File: src/rtl/cdc_in_arbiter.sv
// rtl/cdc_in_arbiter.sv - round-robin burst arbiter sharing one USB CDC IN byte lane
// Requesters win bursts ended by last byte, MAX_BURST bytes or an idle timeout.
module cdc_in_arbiter #(
  parameter int NUM_REQ      = 3,
  parameter int MAX_BURST    = 8,
  parameter int IDLE_TIMEOUT = 16
) (
  input  logic                   clk_i,
  input  logic                   reset_i,
  input  logic [NUM_REQ*8-1:0]   req_data_i,
  input  logic [NUM_REQ-1:0]     req_valid_i,
  input  logic [NUM_REQ-1:0]     req_last_i,
  output logic [NUM_REQ-1:0]     req_ready_o,
  output logic [7:0]             in_data_o,
  output logic                   in_valid_o,
  input  logic                   in_ready_i,
  output logic [NUM_REQ-1:0]     grant_o,
  output logic                   busy_o
);

  localparam int IW      = (NUM_REQ > 1) ? $clog2(NUM_REQ) : 1;
  localparam int BW      = $clog2(MAX_BURST + 1);
  localparam int TW      = (IDLE_TIMEOUT > 0) ? $clog2(IDLE_TIMEOUT + 1) : 1;
  localparam int TO_LAST = (IDLE_TIMEOUT > 0) ? IDLE_TIMEOUT - 1 : 0;
  localparam int TO_CAP  = (IDLE_TIMEOUT > 0) ? IDLE_TIMEOUT : 1;

  typedef enum logic {
    IDLE  = 1'b0,
    BURST = 1'b1
  } state_t;

  state_t          state_q;
  state_t          state_d;
  logic [IW-1:0]   gidx_q;
  logic [IW-1:0]   rr_last_q;
  logic [BW-1:0]   burst_cnt_q;
  logic [TW-1:0]   timeout_cnt_q;
  logic [7:0]      in_data_q;
  logic            in_valid_q;

  logic            sel_found;
  logic [IW-1:0]   sel_idx;
  logic [NUM_REQ-1:0] gnt_onehot;
  logic            busy;
  logic            g_valid;
  logic            g_last;
  logic [7:0]      g_data;
  logic            out_free;
  logic            accept;
  logic            hit_max;
  logic            timeout_hit;
  logic            burst_end;

  // Search starts just past the last owner so a requester is re-granted only when alone.
  always_comb begin : rr_pick
    int cand;
    sel_found = 1'b0;
    sel_idx   = '0;
    cand      = 0;
    for (int i = 1; i <= NUM_REQ; i++) begin
      cand = int'(rr_last_q) + i;
      if (cand >= NUM_REQ) begin
        cand = cand - NUM_REQ;
      end
      if (!sel_found && req_valid_i[cand]) begin
        sel_found = 1'b1;
        sel_idx   = IW'(cand);
      end
    end
  end

  assign busy       = (state_q == BURST);
  assign gnt_onehot = NUM_REQ'(1) << gidx_q;

  // Only the granted lane reaches the output mux, so X on idle lanes stays out.
  assign g_valid = req_valid_i[gidx_q];
  assign g_last  = req_last_i[gidx_q];
  assign g_data  = req_data_i[8*gidx_q +: 8];

  assign out_free    = ~in_valid_q | in_ready_i;
  assign accept      = busy & g_valid & out_free;
  assign hit_max     = accept & (burst_cnt_q == BW'(MAX_BURST - 1));
  assign timeout_hit = (IDLE_TIMEOUT != 0) & busy & ~g_valid &
                       (timeout_cnt_q == TW'(TO_LAST));
  assign burst_end   = (accept & (g_last | hit_max)) | timeout_hit;

  always_comb begin
    state_d = state_q;
    case (state_q)
      IDLE:    if (sel_found) state_d = BURST;
      BURST:   if (burst_end) state_d = IDLE;
      default: state_d = IDLE;
    endcase
  end

  always_ff @(posedge clk_i) begin
    if (reset_i) begin
      state_q       <= IDLE;
      gidx_q        <= '0;
      rr_last_q     <= IW'(NUM_REQ - 1);
      burst_cnt_q   <= '0;
      timeout_cnt_q <= '0;
      in_data_q     <= 8'h00;
      in_valid_q    <= 1'b0;
    end else begin
      state_q <= state_d;

      if (!busy && sel_found) begin
        gidx_q        <= sel_idx;
        burst_cnt_q   <= '0;
        timeout_cnt_q <= '0;
      end

      if (busy) begin
        if (accept && (burst_cnt_q != BW'(MAX_BURST))) begin
          burst_cnt_q <= burst_cnt_q + BW'(1);
        end
        if (g_valid) begin
          timeout_cnt_q <= '0;
        end else if (timeout_cnt_q != TW'(TO_CAP)) begin
          timeout_cnt_q <= timeout_cnt_q + TW'(1);
        end
        if (burst_end) begin
          rr_last_q <= gidx_q;
        end
      end

      // Output stage drains independently of the FSM; drain plus accept reloads without a bubble.
      if (accept) begin
        in_data_q  <= g_data;
        in_valid_q <= 1'b1;
      end else if (in_ready_i) begin
        in_valid_q <= 1'b0;
      end
    end
  end

  assign req_ready_o = (busy && out_free) ? gnt_onehot : '0;
  assign grant_o     = busy ? gnt_onehot : '0;
  assign busy_o      = busy;
  assign in_data_o   = in_data_q;
  assign in_valid_o  = in_valid_q;

endmodule

File: config.mk
export PLATFORM = sky130hd
export DESIGN_NAME = cdc_in_arbiter
export DESIGN_NICKNAME = d
export VERILOG_FILES = /design/src/rtl/cdc_in_arbiter.sv
export SDC_FILE = /design/constraint.sdc
export NUM_CORES = 1
export LEC_CHECK = 0
export CORE_MARGIN = 3
export CORE_UTILIZATION = 42
export DETAILED_ROUTE_END_ITERATION = 8
export PLACE_DENSITY = 0.76
export SYNTH_ARGS = -nofsm -noshare
export SYNTH_HDL_FRONTEND = slang
export SYNTH_SLANG_ARGS = --single-unit
File: constraint.sdc
create_clock -name clk_i -period 1.95 [get_ports clk_i]
set_input_delay 0.39 -clock clk_i [delete_from_list [all_inputs] [get_ports clk_i]]
set_output_delay 0.39 -clock clk_i [all_outputs]
set_load 0.02 [all_outputs]
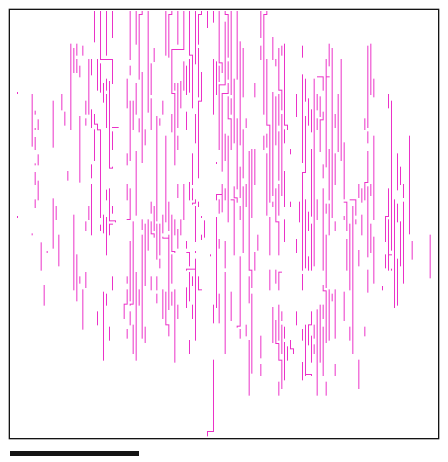
Fig. 1. The metal 2 layer.
Scale bar: 20 µm.
main direction = vertical
longest straight run = 28.9 µm
via count: 1648
met2 Usage GRT: 0.320
total wire length: 4.20 mm

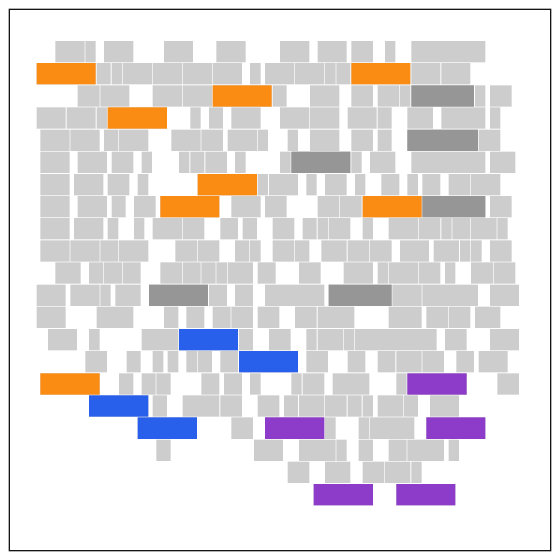
Fig. 2. Where the registers sit.
Other sequential cells in the stronger grey, the rest of the logic in the fainter grey.
orange -> in_data_o  # sequential cells 8
blue -> burst_cnt_q  # sequential cells 4
purple -> timeout_cnt_q  # sequential cells 5, where bottom right
not coloured = 6
sequential cell area share: 0.200
P_seq: 0.000586 W
register area: 468 µm²
fin util: 0.684

==> flow_metrics.py <==
# Metrics from the implementation run
metrics = {
    "outcome": {
        "status": "finished, final reports clean",
    },
    "power_and_ir_drop": {
        "power.total_w": 0.00168,
        "power_leader": "combinational cells",
        "p_leak_nw": 0.957,
        "combinationalPowerShare": 0.517,
        "p_per_area_nw_per_um2": 720,
    },
    "grt": {
        "use_met1": 0.251,
        "first_global_vias": 1520,
    },
    "layout": {
        "clockNetworkAreaShare": 0.0112,
        "dominant_cells": "logic gates",
        "n_all_buffers": 78,
        "drive_gt1_frac": 0.206,
        "largest_register_ffs": 8,
        "comb_cells": 144,
        "final_nets": 304,
        "flop-count": 23,
        "inv_count": 13,
        "area.growth.synth_to_final_pct": 53.0,
        "comb_area_um2": 1030,
    },
    "timing": {
        "finClkSkew_ns": 0.00207,
        "fin_crit_ns": 1.89,
        "timing.final.ws_setup_ns": 0.0607,
        "slew_violations": 0,
        "hold_viol_final": 0,
        "slew_headroom": 0.619,
    },
    "routing": {
        "drt_pass1_iterations": 4,
        "top_layer": "met4",
        "drt_iter0_drc": 82,
        "wl_met2_mm": 2.01,
        "route.detailed.drc": 0,
        "wl_per_cell_um": 13.6,
    },
    "setup_path": {
        "path_class": "reg -> reg",
        "r2r_start": "rr_last_q[0]",
        "crit_path_max_fanout": 7,
        "cpMaxStageDelayCell": "dfxtp_4",
        "reg2regPathDepth": 8,
        "cpLargestDelayFamily": "flip-flops",
        "cp.arrival_ns": 2.10,
        "critical_path_required_ns": 2.16,
    },
    "floorplanning": {
        "dieArea_um2": 4400,
        "dieHeight_um": 66.3,
        "io_pins": 49,
        "n_tap_cell": 46,
        "die_w_um": 66.3,
        "coreArea_um2": 3420,
        "initCoreUtil": 0.447,
    },
    "synth": {
        "synth.logic.top_family": "AND-OR/OR-AND gates",
        "post_synth.cell_area_avg_um2": 8.04,
        "xor_share": 0,
        "ys_sh_adder": 0.0655,
        "topCellsByArea": "dfxtp_1 30%, mux2i_1 9.2%, nor2_1 6.9%, ha_1 6.6%, a21oi_1 4.3%",
        "ys_sh_aoi": 0.251,
        "ys.flops": 23,
        "syn-num-nets": 231,
        "synthFlopType": "dfxtp_1",
        "top_cell": "nor2_1",
        "synth.distinct_cells": 42,
        "netlist.area_leader.share": 0.301,
        "yosysTopAreaCell": "dfxtp_1",
        "async_reset_ff_frac": 0,
        "syn_inst": 190,
    },
    "flow_run": {
        "tool_warnings": 33,
    },
    "cts": {
        "postCtsSetupBuffers": 0,
        "htreeDepth": 1,
        "cts_inserted_buffers": 3,
        "cts_hold_buffers": 0,
        "clockBufferDepth": 2,
        "cts_tree": "built",
        "numClockSinks": 23,
    },
    "place": {
        "dp_cells": 304,
        "dp_hpwl_mm": 3.29,
    },
    "worst_hold_path": {
        "min_path_type": "reg -> reg",
        "hold_depth": 2,
        "hold_end": "burst_cnt_q[0]",
    },
}
No activity file was given, so power comes from the tool's default toggle rates.
